==> config.mk <==
export PLATFORM = sky130hd
export DESIGN_NAME = ascii_dec_parser
export DESIGN_NICKNAME = d
export VERILOG_FILES = /design/src/rtl/soda_pkg.sv /design/src/rtl/ascii_char_class.sv /design/src/rtl/ascii_dec_parser.sv
export SDC_FILE = /design/constraint.sdc
export NUM_CORES = 1
export LEC_CHECK = 0
export CORE_ASPECT_RATIO = 1.1
export CORE_MARGIN = 10
export CORE_UTILIZATION = 30
export DETAILED_ROUTE_END_ITERATION = 10
export GPL_TIMING_DRIVEN = 0
export HOLD_SLACK_MARGIN = 0.06
export PLACE_DENSITY = 0.62
export REMOVE_ABC_BUFFERS = 1
export SLEW_MARGIN = 40
export SYNTH_ARGS = -nofsm -noshare
export SYNTH_HDL_FRONTEND = slang
export SYNTH_SLANG_ARGS = --single-unit
==> constraint.sdc <==
create_clock -name clk -period 2.24 [get_ports clk]
set_clock_uncertainty 0.05 [all_clocks]
set_input_delay 0.336 -clock clk [delete_from_list [all_inputs] [get_ports clk]]
set_output_delay 0.336 -clock clk [all_outputs]
set_load 0.05 [all_outputs]
### Cell classes on the final placement, run 1

Drawn at 4 px/um. Fill, decap, tap and diode cells in gray.
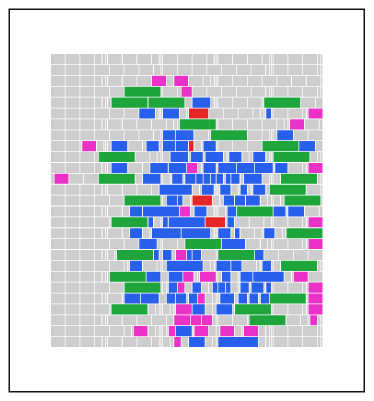
[green] registers | cells: 27 | share of their area: 34%
[magenta] remaining buffers and delay cells | cells: 32 | share of their area: 14%
[blue] remaining logic cells | cells: 101 | share of their area: 49%
[red] clock drivers and dummy loads | cells: 4 | share of their area: 2.3%
row count: 27
core area: 5000 sq um
Seq area share: 33.2%
Finished Core Util: 40.7%
fin area: 2030 sq um

### Where the registers sit, run 1

Drawn at 4 px/um.
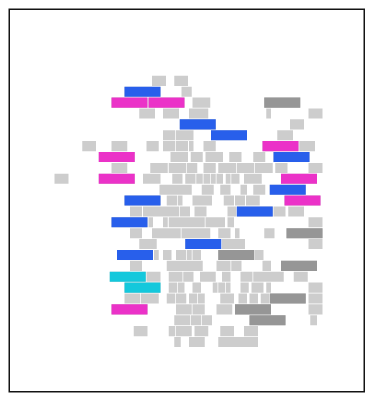
[blue] acc | sequential cells: 10
[cyan] ndig | sequential cells: 2
[magenta] value | sequential cells: 8
Reg area: 676 sq um
P_seq: 636 uW

### Congestion heat map, run 1

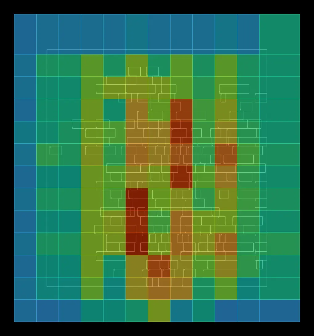
M1 GR Usage: 11.0%
grt peak-use layer: met2
met2 usage: 15.2%

### Power grid, run 1

Drawn at 4 px/um. Pins as bars on the die edge.
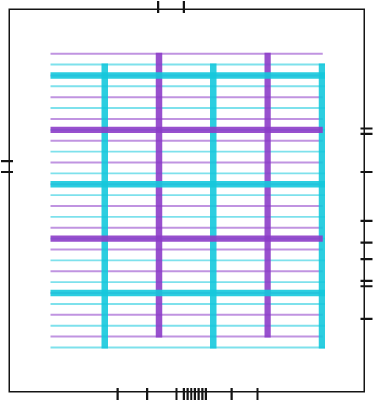
[purple] VDD
[cyan] VSS
met4 straps: 5
signal pins: 25
met5 straps: 5
met1 rails: 28
rows: 27
die width: 88.4 um
chip height: 95.2 um
maximum VDD drop: 0.000264 V

==> qor.csv, run 1 <==
metric,value,unit
Critical Path Start Type,primary input,
Pwr Total,1.50,mW
Post-synth EDFFs,0,
first-pass GRT wire length,6110,um
Yosys reg bits,27,
Die ar.,8420,sq um
achievable frequency,410,MHz
Largest register FFs,10,
Worst Hold Class,in -> reg,
fin crit share,109,%
crit end category,flip-flop,
status,"complete, but fails checks",
Final setup viols,5,
routed vias,1140,
FP Core Util,30.9,%
final worst slack,-0.200,ns
WHS,0.396,ns
Layout area overhead,31.8,%
IO buf count,24,
failing checks,setup timing,
Cell Type Count,43,
crit path DAT,2.56,ns
IO Pins,25,
synthesis warning total,0,
Slew Limit Fails,0,
worst r2r path cells,8,
GPL Wtd Cong,0.838,
==> run 1: cell usage after synthesis, types with 2 or more instances <==
| cell | instances | area [sq um] |
|---|---|---|
| nand2b_1 | 3 | 18.8 |
| nand2_1 | 3 | 11.3 |
| o21ai_0 | 3 | 15.0 |
| and2_1 | 4 | 25.0 |
| fa_1 | 2 | 40.0 |
| inv_1 | 7 | 26.3 |
| mux2_2 | 8 | 90.1 |
| xnor2_1 | 4 | 35.0 |
| o211ai_1 | 2 | 15.0 |
| ha_1 | 15 | 188 |
| a211oi_1 | 2 | 15.0 |
| a22o_1 | 8 | 70.1 |
| nor2_1 | 4 | 15.0 |
| a21o_1 | 5 | 37.5 |
| a21oi_1 | 4 | 20.0 |
| dfrtp_1 | 27 | 676 |
| nor4_1 | 2 | 12.5 |
| xor2_1 | 2 | 17.5 |
==> run 1: worst max-delay path: cells and delay by family <==
kind,cells,cell delay (ns)
compound gates,4,0.77
buf+inv,2,0.14
simple gates,3,0.46
fa+ha+maj,2,0.85
==> run 1: what timing repair did <==
item,CTS,global route
endpoints found under the setup margin,7,6
resized,44,6
hold buffers,1,0
endpoints found under the hold margin,27,0
pin swaps,18,13
buffers inserted,6,1
==> run 1: where the power goes <==
part / switching [mW] / internal, mW
clock network: 0.148 / 0.127
logic: 0.301 / 0.292
registers: 0.0772 / 0.559
total: 0.526 / 0.978
==> run 1: metal layers <==
layer | up-vias | share of wire [%] | track usage [%]
met2 | 17 | 50 | 15.2
met5 | - | 0 | 0
met4 | 0 | 2.5 | 4.58
met1 | 560 | 44 | 11.0
li1 | 557 | - | -
met3 | 6 | 3.2 | 1.54
==> run 1: logic make-up after synthesis <==
group / after synthesis / synth area share, %
AND-OR/OR-AND: 34 / 16.5
multiplexers: 9 / 6.48
XOR/XNOR: 6 / 3.40
buffers and inverters: 9 / 2.43
adder cells (fa/ha/maj): 17 / 14.7
AND/OR/NAND/NOR: 28 / 12.7
flip-flops: 27 / 43.8
==> run 1: layout make-up <==
| cell class | count | share of cell area [%] |
|---|---|---|
| clock buffer | 4 | 2.21 |
| sequential | 27 | 33.2 |
| inverter | 7 | 1.29 |
| timing repair buffer | 32 | 13.8 |
| tap | 58 | 3.57 |
| multi-input combinational | 94 | 45.9 |
### Clock wires, drivers and flops, run 1

Drawn at 6 px/um.
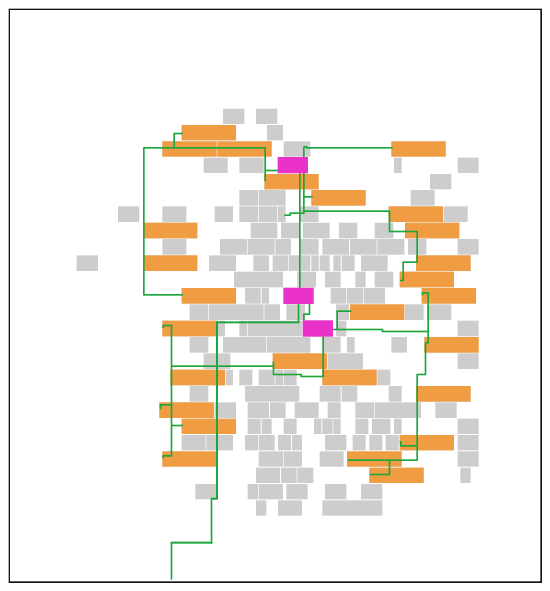

==> run 1 -> run 2 <==
Settings changed: CAP_MARGIN from default to 20, PLACE_DENSITY 0.62 to 0.6.
Clock period 2.24 ns to 2.6 ns, I/O delays scaled along.
### Clock wires, drivers and flops, run 2

Drawn at 6 px/um.
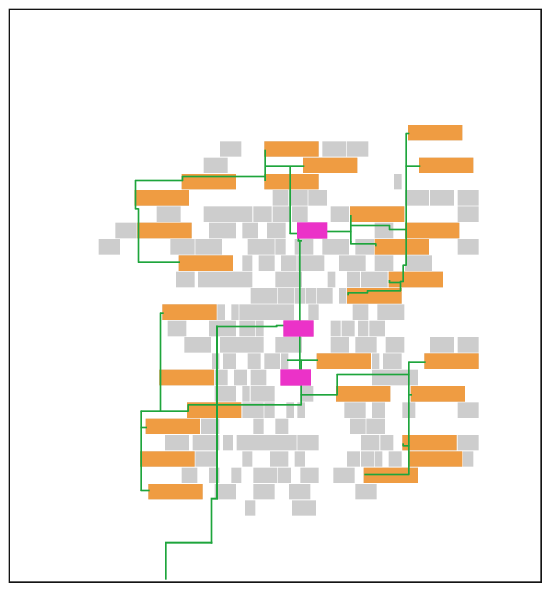
[magenta] clock-net drivers | count: 3
[orange] flip-flops | count: 27
[green] clock wires | length: 354 um
routed clock nets: 4
clock power share: 18.8%
clk pwr: 236 uW

==> run 2 against run 1 <==
Net effect: the run now ends clean; cell count decreased by 1.4%; sequential power is 14% lower; setup slack improved by 0.23 ns; utilization is 1.6 points lower; non-clock buffer count down 3; register-to-register slack better by 0.27 ns; critical endpoint unchanged; largest cell class unchanged; highest routed layer unchanged.
==> qor.csv, run 2 <==
metric,value,unit,change
post-synthesis simple-gate area fraction,12.7,%,unchanged
FP Core Util,30.9,%,unchanged
Slew Limit Fails,0,,unchanged
Cell area leaders,"dfrtp_1, ha_1, mux2_2",,unchanged
Finished Core Util,39.1,%,was 40.7%
WHS,0.0743,ns,was 0.396 ns
post-synth top area cell,dfrtp_1,,unchanged
status,finished clean,,"was complete, but fails checks"
Cell Type Count,43,,unchanged
Critical Path Start Type,primary input,,unchanged
die width,88.4,um,unchanged
maximum VDD drop,0.000275,V,was 0.000264 V
xor+xnor area frac,3.40,%,unchanged
most numerous cell in the Yosys netlist,dfrtp_1,,unchanged
worst r2r path cells,8,,unchanged
first-pass GRT wire length,5800,um,was 6110 um
chip height,95.2,um,unchanged
crit end category,flip-flop,,unchanged
met2 routed WL,1880,um,was 1760 um
GPL Wtd Cong,0.848,,was 0.838
Layout area overhead,26.7,%,was 31.8%
core area,5000,sq um,unchanged
Max-area cell share,43.8,%,unchanged
DR WL met3,103,um,was 112 um
Largest register FFs,10,,unchanged
"Adder Share, Synth",14.7,%,unchanged
AO/OA Area Share,16.5,%,unchanged
crit path DAT,2.69,ns,was 2.56 ns
Pwr Total,1.26,mW,was 1.50 mW
final worst slack,0.0280,ns,was -0.200 ns
IO Pins,25,,unchanged
comb area leader,AND-OR/OR-AND gates,,unchanged
Post-synth EDFFs,0,,unchanged
row count,27,,unchanged
Die ar.,8420,sq um,unchanged
Yosys reg bits,27,,unchanged
[run 2: area by class of cell]
class	count	area, sq um
repair buffers	29	238
clock buffers	4	45.0
fillers	498	3040
well taps	58	72.6
multi-input cells	94	898
inverters	7	26.3
flip-flops and latches	27	676
[run 2: routing by layer]
layer  GRT usage (%)  vias up
met3            1.45        5
met5               0        -
met2            15.4       16
met1            10.0      563
met4            4.18        0
li1                -      549
[run 2: per-stage QoR]
| step | TNS [ns] | cell area (sq um) | std cells |
|---|---|---|---|
| final | 0 | 1960 | 219 |
| after global routing | -0.0580 | 1960 | 219 |
| after CTS | 0 | 1910 | 217 |
| after detailed placement | -3.56 | 1840 | 210 |
| after global placement | -3.31 | 1850 | 210 |
| after floorplan | -0.166 | 1530 | 128 |
[run 2: power breakdown]
part           switching [mW]  leakage [nW]  internal, mW
logic                   0.252         0.563         0.228
registers              0.0629         0.349         0.481
clock network           0.126        0.0228         0.110
total                   0.441         0.935         0.818
[run 2: cells by family (layout without fill, tap and decap cells)]
logic type,after synthesis,count (layout)
adder cells (fa/ha/maj),17,17
flip-flops,27,27
XOR/XNOR,6,6
AND/OR/NAND/NOR,28,28
multiplexers,9,9
buffers and inverters,9,40
AND-OR/OR-AND,34,34
[run 2: critical path, delay by kind of cell]
family | cells | cell delay (ns)
fa+ha+maj | 2 | 0.86
compound gates | 4 | 0.82
simple gates | 3 | 0.45
buf+inv | 2 | 0.16
[run 2: repair_timing]
action                     CTS  global route
pin swaps                   11             6
setup buffers                3             2
setup endpoints to repair    6             4
resized                     27            10
Power figures rest on the tool's default switching activity, not on a simulated workload.
